<file path="src/rtl/lane_shift_pkg.sv">
// Shared types for lane_shift_seq: FSM state encoding and per-lane shift mode encoding.
package lane_shift_pkg;

    typedef enum logic [1:0] {
        StIdle  = 2'd0,
        StShift = 2'd1,
        StDone  = 2'd2
    } state_e;

    typedef enum logic [2:0] {
        ModeSll = 3'd0,
        ModeSrl = 3'd1,
        ModeSra = 3'd2,
        ModeRol = 3'd3,
        ModeRor = 3'd4
    } shift_mode_e;

    // Rotate wins over arith; arith only matters for right shifts.
    function automatic shift_mode_e decode_mode(input logic dir, input logic arith,
                                                input logic rot);
        if (rot) begin
            return dir ? ModeRor : ModeRol;
        end
        if (!dir) begin
            return ModeSll;
        end
        return arith ? ModeSra : ModeSrl;
    endfunction

endpackage

</file>
<file path="src/rtl/lane_shift_seq_if.sv">
// Request/result bundle for lane_shift_seq; slave is the shifter, master the requester.
interface lane_shift_seq_if #(
    parameter int unsigned LANES = 2,
    parameter int unsigned WIDTH = 4
);
    localparam int unsigned AW = $clog2(WIDTH);
    localparam int unsigned DW = LANES * WIDTH;

    logic          in_valid;
    logic          in_ready;
    logic [DW-1:0] a_in;
    logic [AW-1:0] amt;
    logic          dir;
    logic          arith;
    logic          rot;
    logic          out_valid;
    logic          out_ready;
    logic [DW-1:0] y;
    logic          busy;

    modport master (
        output in_valid, a_in, amt, dir, arith, rot, out_ready,
        input  in_ready, out_valid, y, busy
    );

    modport slave (
        input  in_valid, a_in, amt, dir, arith, rot, out_ready,
        output in_ready, out_valid, y, busy
    );

endinterface

</file>
<file path="src/rtl/lane_shift_step.sv">
// One lane, one-bit combinational shift step. Rotate cases exist only with LANE_SHIFT_ROTATE_EN.
module lane_shift_step
    import lane_shift_pkg::*;
#(
    parameter int unsigned WIDTH = 4
) (
    input  logic [WIDTH-1:0] a,
    input  shift_mode_e      mode,
    output logic [WIDTH-1:0] y
);

    always_comb begin
        y = a;
        case (mode)
            ModeSll: y = {a[WIDTH-2:0], 1'b0};
            ModeSrl: y = {1'b0, a[WIDTH-1:1]};
            ModeSra: y = {a[WIDTH-1], a[WIDTH-1:1]};
`ifdef LANE_SHIFT_ROTATE_EN
            ModeRol: y = {a[WIDTH-2:0], a[WIDTH-1]};
            ModeRor: y = {a[0], a[WIDTH-1:1]};
`endif
            default: y = a;
        endcase
    end

endmodule

</file>
<file path="src/rtl/lane_shift_seq.sv">
// Multi-lane sequential shifter: one bit per cycle per lane, result held until consumed.
// Rotation is built only when LANE_SHIFT_ROTATE_EN is defined; otherwise rot is ignored.
module lane_shift_seq
    import lane_shift_pkg::*;
#(
    parameter int unsigned LANES = 2,
    parameter int unsigned WIDTH = 4
) (
    input logic           clk,
    input logic           rst,
    lane_shift_seq_if.slave bus
);

    localparam int unsigned AW = $clog2(WIDTH);
    localparam int unsigned DW = LANES * WIDTH;

    state_e        state_q, state_d;
    logic [DW-1:0] y_q, y_d, step_y;
    logic [AW-1:0] cnt_q, cnt_d;
    shift_mode_e   mode_q, mode_d;
    logic          rot_en;
    logic          accept;

`ifdef LANE_SHIFT_ROTATE_EN
    assign rot_en = bus.rot;
`else
    assign rot_en = 1'b0;
`endif

    assign bus.in_ready  = (state_q == StIdle) && !rst;
    assign bus.out_valid = (state_q == StDone);
    assign bus.busy      = (state_q != StIdle);
    assign bus.y         = y_q;
    assign accept        = bus.in_valid && bus.in_ready;

    for (genvar i = 0; i < LANES; i++) begin : g_lane
        lane_shift_step #(
            .WIDTH(WIDTH)
        ) u_step (
            .a   (y_q[i*WIDTH +: WIDTH]),
            .mode(mode_q),
            .y   (step_y[i*WIDTH +: WIDTH])
        );
    end

    always_ff @(posedge clk) begin
        if (rst) begin
            state_q <= StIdle;
            y_q     <= '0;
            cnt_q   <= '0;
            mode_q  <= ModeSll;
        end else begin
            state_q <= state_d;
            y_q     <= y_d;
            cnt_q   <= cnt_d;
            mode_q  <= mode_d;
        end
    end

    always_comb begin
        state_d = state_q;
        y_d     = y_q;
        cnt_d   = cnt_q;
        mode_d  = mode_q;
        case (state_q)
            StIdle: begin
                if (accept) begin
                    y_d     = bus.a_in;
                    cnt_d   = bus.amt;
                    mode_d  = decode_mode(bus.dir, bus.arith, rot_en);
                    state_d = (bus.amt == '0) ? StDone : StShift;
                end
            end
            StShift: begin
                y_d   = step_y;
                cnt_d = cnt_q - AW'(1);
                if (cnt_q == AW'(1)) begin
                    state_d = StDone;
                end
            end
            StDone: begin
                if (bus.out_ready) begin
                    state_d = StIdle;
                end
            end
            default: state_d = StIdle;
        endcase
    end

endmodule
</file>
<file path="src/flat_wrapper.sv">
// flat-port wrapper written by rule: the top's interface ports become plain ports
module lane_shift_seq_flat import lane_shift_pkg::*;
#(
    parameter int unsigned LANES = 2,
    parameter int unsigned WIDTH = 4
)
  (clk, rst, bus_in_valid, bus_a_in, bus_amt, bus_dir, bus_arith, bus_rot, bus_out_ready, bus_in_ready, bus_out_valid, bus_y, bus_busy);
  lane_shift_seq_if #(.LANES(LANES), .WIDTH(WIDTH)) bus_i ();
  input logic clk;
  input logic rst;
  input wire logic [$bits(bus_i.in_valid)-1:0] bus_in_valid;
  input wire logic [$bits(bus_i.a_in)-1:0] bus_a_in;
  input wire logic [$bits(bus_i.amt)-1:0] bus_amt;
  input wire logic [$bits(bus_i.dir)-1:0] bus_dir;
  input wire logic [$bits(bus_i.arith)-1:0] bus_arith;
  input wire logic [$bits(bus_i.rot)-1:0] bus_rot;
  input wire logic [$bits(bus_i.out_ready)-1:0] bus_out_ready;
  output wire logic [$bits(bus_i.in_ready)-1:0] bus_in_ready;
  output wire logic [$bits(bus_i.out_valid)-1:0] bus_out_valid;
  output wire logic [$bits(bus_i.y)-1:0] bus_y;
  output wire logic [$bits(bus_i.busy)-1:0] bus_busy;
  assign bus_i.in_valid = bus_in_valid;
  assign bus_i.a_in = bus_a_in;
  assign bus_i.amt = bus_amt;
  assign bus_i.dir = bus_dir;
  assign bus_i.arith = bus_arith;
  assign bus_i.rot = bus_rot;
  assign bus_i.out_ready = bus_out_ready;
  assign bus_in_ready = bus_i.in_ready;
  assign bus_out_valid = bus_i.out_valid;
  assign bus_y = bus_i.y;
  assign bus_busy = bus_i.busy;
  lane_shift_seq #(.LANES(LANES), .WIDTH(WIDTH)) u_core (.clk(clk), .rst(rst), .bus(bus_i));
endmodule
</file>
<file path="config.mk">
export PLATFORM = sky130hd
export DESIGN_NAME = lane_shift_seq_flat
export DESIGN_NICKNAME = d
export VERILOG_FILES = /design/src/rtl/lane_shift_pkg.sv /design/src/rtl/lane_shift_seq_if.sv /design/src/rtl/lane_shift_step.sv /design/src/rtl/lane_shift_seq.sv /design/src/flat_wrapper.sv
export SDC_FILE = /design/constraint.sdc
export NUM_CORES = 1
export LEC_CHECK = 0
export CAP_MARGIN = 20
export CORE_UTILIZATION = 39
export DETAILED_ROUTE_END_ITERATION = 12
export MAX_ROUTING_LAYER = met4
export PLACE_DENSITY = 0.65
export SLEW_MARGIN = 40
export SYNTH_ARGS = -nofsm -noshare
export SYNTH_HDL_FRONTEND = slang
export SYNTH_HIERARCHICAL = 1
export SYNTH_SLANG_ARGS = --single-unit
</file>
<file path="constraint.sdc">
create_clock -name clk -period 1.4 [get_ports clk]
set_input_delay 0.21 -clock clk [delete_from_list [all_inputs] [get_ports clk]]
set_output_delay 0.21 -clock clk [all_outputs]
set_load 0.02 [all_outputs]
</file>
==> run_1/drive_strength.png <==
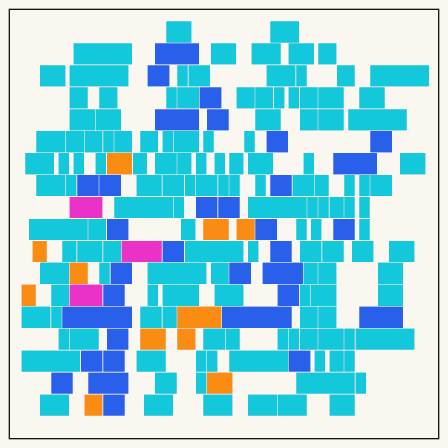
legend:
  drive 3 to 4:
    colour: blue
    cells: 33
    share: 18%
  drive 6 and up:
    colour: magenta
    cells: 3
    share: 1.6%
  drive 1 or less:
    colour: cyan
    cells: 140
    share: 75%
  drive 2:
    colour: orange
    cells: 11
    share: 5.9%

==> run_1/density.png <==
The die is cut into 11 by 11 equal tiles; white is low, dark blue is high, 0 to 100% covered.
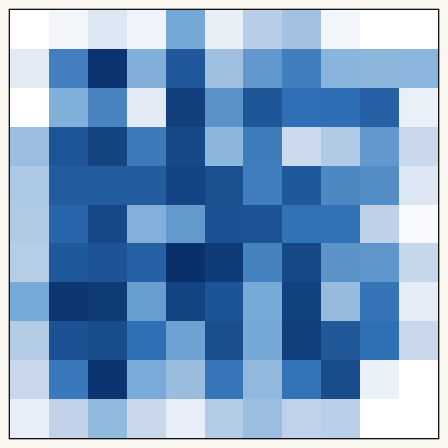
mean over tiles: 54%
nearly empty tiles: 5.8%
fullest tile: 100%
densest ninth of the die: middle
tiles over 75% full: 31%

==> run_1/zoom.png <==
Window x 30 to 50, y 30 to 50 µm. Cells in grey, sequential cells in the stronger grey; small squares are vias.
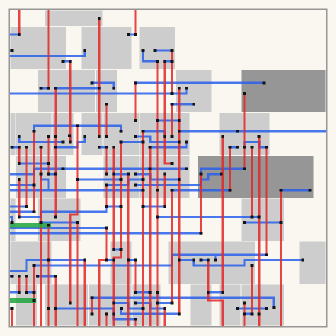
legend:
  met3:
    colour: green
  met1:
    colour: blue
  met2:
    colour: red
netlist names of flops here include: u_core/bus.y (2)
sequential cells in the window: 2
most frequent: nand2_1 (4)
cells with their middle in the window: 30

==> run_1/pins.png <==
The bar under the picture is 20 µm long. Pins as bars across the die edge, other pins in grey.
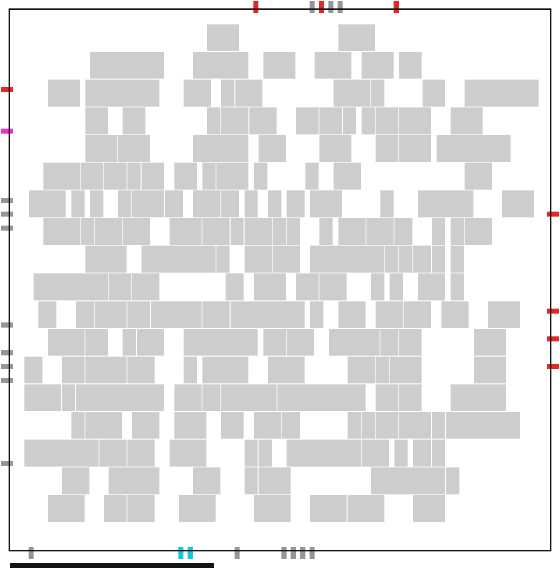
legend:
  clk:
    colour: magenta
    pins: 1
    direction: input
    edge: left
  bus_y:
    colour: red
    pins: 8
    direction: output
    edge: 4 right, 3 top, 1 left
  bus_amt:
    colour: cyan
    pins: 2
    direction: input
    edge: bottom
all pins by edge: 10 left, 8 bottom, 6 top, 4 right

==> flow_summary.json, run 1 <==
{
  "result_of_the_run": "completed",
  "timing_max_transition_violations_final": 0,
  "post_route_cells_drive_above_1_share": 0.251,
  "synth_cell_type_count": 31,
  "highest_layer_used_for_signal_routing": "met4",
  "ff_type": "sky130_fd_sc_hd__dfxtp_1",
  "fraction_of_synthesized_area_in_multiplexers": 0.0591,
  "io_pins": 28,
  "wl_met2_um": 1550,
  "post_synth_and_or_nand_nor_area_fraction": 0.228,
  "clock_latency_ps": 290,
  "timing.hold.worst.class": "in -> reg",
  "num_vias": 1185,
  "num-fill-cells": 228,
  "seq_share": 0.184,
  "num-multi-input-gates": 112,
  "post-route-cell-area_um2": 1550,
  "synthesis.instances": 129,
  "netlist_logic_family_top": "AND-OR/OR-AND gates",
  "final_cells": 217,
  "whs_ps": 481,
  "avgViaCountPerCell": 5.46,
  "end_kind": "flop",
  "chipWidth_um": 53.0,
  "synth_adder_area_share": 0.0123,
  "route.met3.wl_um": 131,
  "final.period_utilization": 0.972,
  "power.share.sequential": 0.369,
  "post_synth_tally_of_flip_flops_with_integrated_enable": 0,
  "maxCapViolations": 0,
  "peak_supply_drop_mv": 0.674,
  "clk_share": 0.0235,
  "grt_max_degree": 16,
  "num-clock-buffers": 4,
  "post_synth_top_area_share": 0.276,
  "final.signal_inverter_count": 8,
  "synth_chip_area_um2": 1020,
  "worst_hold_path.endpoint": "u_core/bus.y[4]",
  "first_iter_violations": 37,
  "cell_internal_power_dissipation_mw": 0.867,
  "grt_antenna_before_repair": 0,
  "synth_top_cell_by_count": "sky130_fd_sc_hd__nand2_1",
  "place_worst_setup_slack_ps": -214,
  "netSwitchingFraction": 0.346,
  "xor_area_frac": 0,
  "dominant_cells": "logic gates",
  "openroad.warnings": 27,
  "syn_area_per_cell_um2": 7.88,
  "pwr_density_cell_nw_per_um2": 857,
  "comb-cell-share": 0.479,
  "critical_path.startpoint": "u_core/state_q[0]",
  "critical-path-slowest-cell": "sky130_fd_sc_hd__or4b_4",
  "setup_slack_ps": 38.9,
  "postSynthRegisterBits": 14,
  "non_clock_buffering_overhead_in_the_final_layout": 0.270,
  "grt_pass1_wl_um": 4810,
  "route.layer.met1.wl_um": 1320,
  "worstPathArrival_ps": 1540,
  "top_cells_by_area": "sky130_fd_sc_hd__dfxtp_1 (28%), sky130_fd_sc_hd__a22oi_1 (7.4%), sky130_fd_sc_hd__o311ai_0 (6.9%), sky130_fd_sc_hd__nand2b_1 (6.8%), sky130_fd_sc_hd__nand2_1 (6.7%)",
  "worst_reg_to_reg_cells": 4,
  "post-layout-total-power_mw": 1.32,
  "regToRegStartpoint": "u_core/state_q[0]",
  "ys_sh_aoi": 0.336,
  "p_clk_frac": 0.233,
  "critical-path-top-delay-family": "simple AND/OR/NAND/NOR gates",
  "utilization": 0.624,
  "routedWlPerCell_um": 13.9,
  "largest_reg_flops": 8,
  "antenna_violating_nets_post_route": 0,
  "worst-endpoint-required_ps": 1580,
  "static-leakage-power_nw": 0.645,
  "cts_buffer_depth": 2,
  "post-route-min-period_ps": 1360,
  "nNonClkBuffers": 49,
  "num_tap_cells": 30,
  "logic_area_um2": 739,
  "synthToLayoutAreaGrowth_pct": 52.1,
  "final-seq-area_um2": 284,
  "post_cts.resized_instances": 24,
  "number_of_global_route_vias_before_repair": 1083,
  "drtPass1Iterations": 4,
  "finalSetupViolations": 0,
  "std_cell_rows": 18,
  "chip_area_um2": 2810,
  "post_route_skew_ps": 10.1,
  "synthesis.yosys.warnings": 6,
  "synth.yosys.num_cells": 129,
  "die_height_um": 53.0,
  "worstSetupStartpointType": "flop",
  "cts-hold-fix-buffers": 0,
  "busiest_layer": "met2",
  "synth.yosys.seq_area_share": 0.276,
  "r2r_end": "u_core/cnt_q[0]",
  "combinational_power_mw": 0.528
}
==> run_1/final_placement.png <==
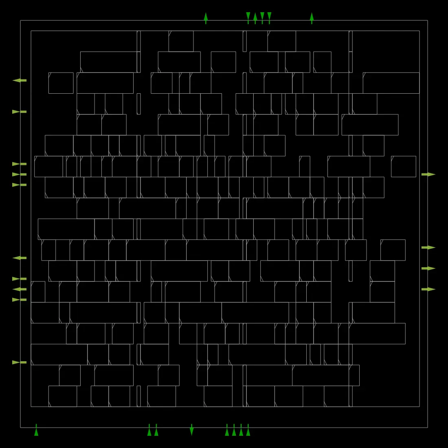

==> run 2, diff against run 1 <==
RECOVER_POWER = 25   (was not set)
==> run_2/final_placement.png <==
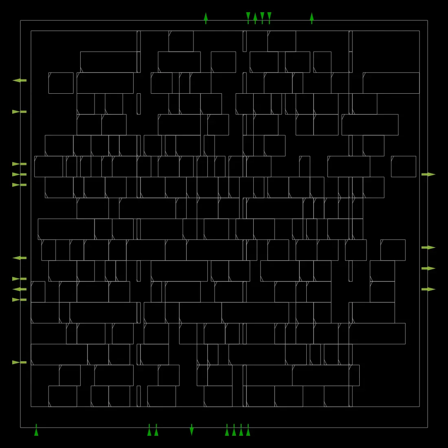
fraction of standard cell area that is sequential: 0.184
final non-filler cell total: 217
FFs & Latches: 14
Well-Tap Cells: 30
core area: 2480 µm²

==> run_2/density.png <==
The die is cut into 11 by 11 equal tiles; white is low, dark blue is high, 0 to 100% covered.
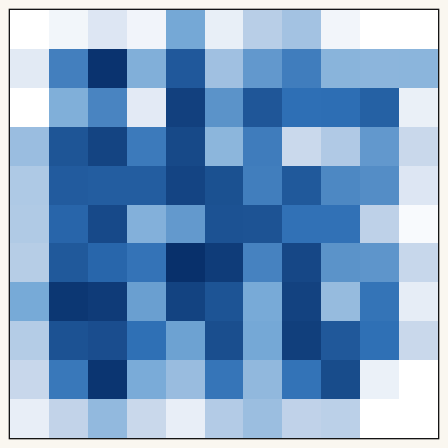
mean over tiles: 54%
fullest tile: 100%
densest ninth of the die: middle
tiles over 75% full: 30%
nearly empty tiles: 5.8%

==> run 2 against run 1 <==
  * Utilization shrank 0.15 points
  * Maximum frequency is essentially flat
  * Sequential power is essentially flat
  * Worst hold slack is essentially flat
  * Combinational power is essentially flat
  * Via count shrank 0.68%
  * Global-route usage is the same
  * Critical endpoint unchanged
  * Largest power group unchanged
==> flow_summary.json, run 2 <==
{
  "critical_path.startpoint": "u_core/state_q[0]",
  "cell_by_cell_trace_of_the_critical_path": "buf_6 > or4b_4 > o21ai_2 > a211oi_1",
  "post_route_skew_ps": 11.1,
  "cts_buffer_depth": 2,
  "critical-path-top-delay-family": "simple AND/OR/NAND/NOR gates",
  "final-seq-area_um2": 284,
  "synth_top_cell_by_count": "sky130_fd_sc_hd__nand2_1",
  "cts-hold-fix-buffers": 0,
  "number_of_global_route_vias_before_repair": 1083,
  "cell_internal_power_dissipation_mw": 0.865,
  "first_iter_violations": 32,
  "setup_slack_ps": 38.5,
  "ys_sh_aoi": 0.336,
  "post_synth_tally_of_flip_flops_with_integrated_enable": 0,
  "r2r_end": "u_core/cnt_q[0]",
  "route.met3.wl_um": 110,
  "final.period_utilization": 0.973,
  "clock_latency_ps": 290,
  "peak_supply_drop_mv": 0.671,
  "synthesis.instances": 129,
  "std_cell_rows": 18,
  "synth_chip_area_um2": 1020,
  "syn_area_per_cell_um2": 7.88,
  "post_synth_and_or_nand_nor_area_fraction": 0.228,
  "synth_adder_area_share": 0.0123,
  "num-clock-buffers": 4,
  "whs_ps": 482,
  "place_worst_setup_slack_ps": -214,
  "post_route_cells_drive_above_1_share": 0.246,
  "chip_area_um2": 2810,
  "synthToLayoutAreaGrowth_pct": 51.7,
  "dominant_cells": "logic gates",
  "critical-path-slowest-cell": "sky130_fd_sc_hd__or4b_4",
  "grt_max_degree": 16,
  "openroad.warnings": 27,
  "antenna_violating_nets_post_route": 0,
  "fraction_of_synthesized_area_in_multiplexers": 0.0591,
  "post-route-min-period_ps": 1360,
  "result_of_the_run": "completed",
  "maxCapViolations": 0,
  "avgViaCountPerCell": 5.42,
  "final.signal_inverter_count": 8,
  "postSynthRegisterBits": 14,
  "routedWlPerCell_um": 13.8,
  "busiest_layer": "met2",
  "num-multi-input-gates": 112,
  "xor_area_frac": 0,
  "synth.yosys.num_cells": 129,
  "timing.hold.worst.class": "in -> reg",
  "post_synth_top_area_share": 0.276,
  "num_vias": 1177,
  "chipWidth_um": 53.0,
  "synth.yosys.seq_area_share": 0.276,
  "clk_share": 0.0235,
  "die_height_um": 53.0,
  "finalSetupViolations": 0,
  "top_cells_by_area": "sky130_fd_sc_hd__dfxtp_1 (28%), sky130_fd_sc_hd__a22oi_1 (7.4%), sky130_fd_sc_hd__o311ai_0 (6.9%), sky130_fd_sc_hd__nand2b_1 (6.8%), sky130_fd_sc_hd__nand2_1 (6.7%)",
  "largest_reg_flops": 8,
  "static-leakage-power_nw": 0.642,
  "netSwitchingFraction": 0.345,
  "synthesis.yosys.warnings": 6,
  "end_kind": "flop",
  "worst_reg_to_reg_cells": 4,
  "route.layer.met1.wl_um": 1330,
  "combinational_power_mw": 0.526,
  "num-fill-cells": 230,
  "regToRegStartpoint": "u_core/state_q[0]",
  "cell_chosen_for_the_clock_root": "sky130_fd_sc_hd__clkbuf_4",
  "synth_cell_type_count": 31,
  "wl_met2_um": 1540,
  "post_cts.resized_instances": 24,
  "p_clk_frac": 0.232,
  "pwr_density_cell_nw_per_um2": 858,
  "highest_layer_used_for_signal_routing": "met4",
  "non_clock_buffering_overhead_in_the_final_layout": 0.269,
  "netlist_logic_family_top": "AND-OR/OR-AND gates",
  "timing_max_transition_violations_final": 0,
  "worstSetupStartpointType": "flop",
  "io_pins": 28,
  "grt_pass1_wl_um": 4810,
  "worst-endpoint-required_ps": 1580,
  "drtPass1Iterations": 5,
  "nNonClkBuffers": 49,
  "ff_type": "sky130_fd_sc_hd__dfxtp_1",
  "power.share.sequential": 0.369,
  "utilization": 0.622,
  "comb-cell-share": 0.480,
  "post-layout-total-power_mw": 1.32
}
Power figures rest on the tool's default switching activity, not on a simulated workload.
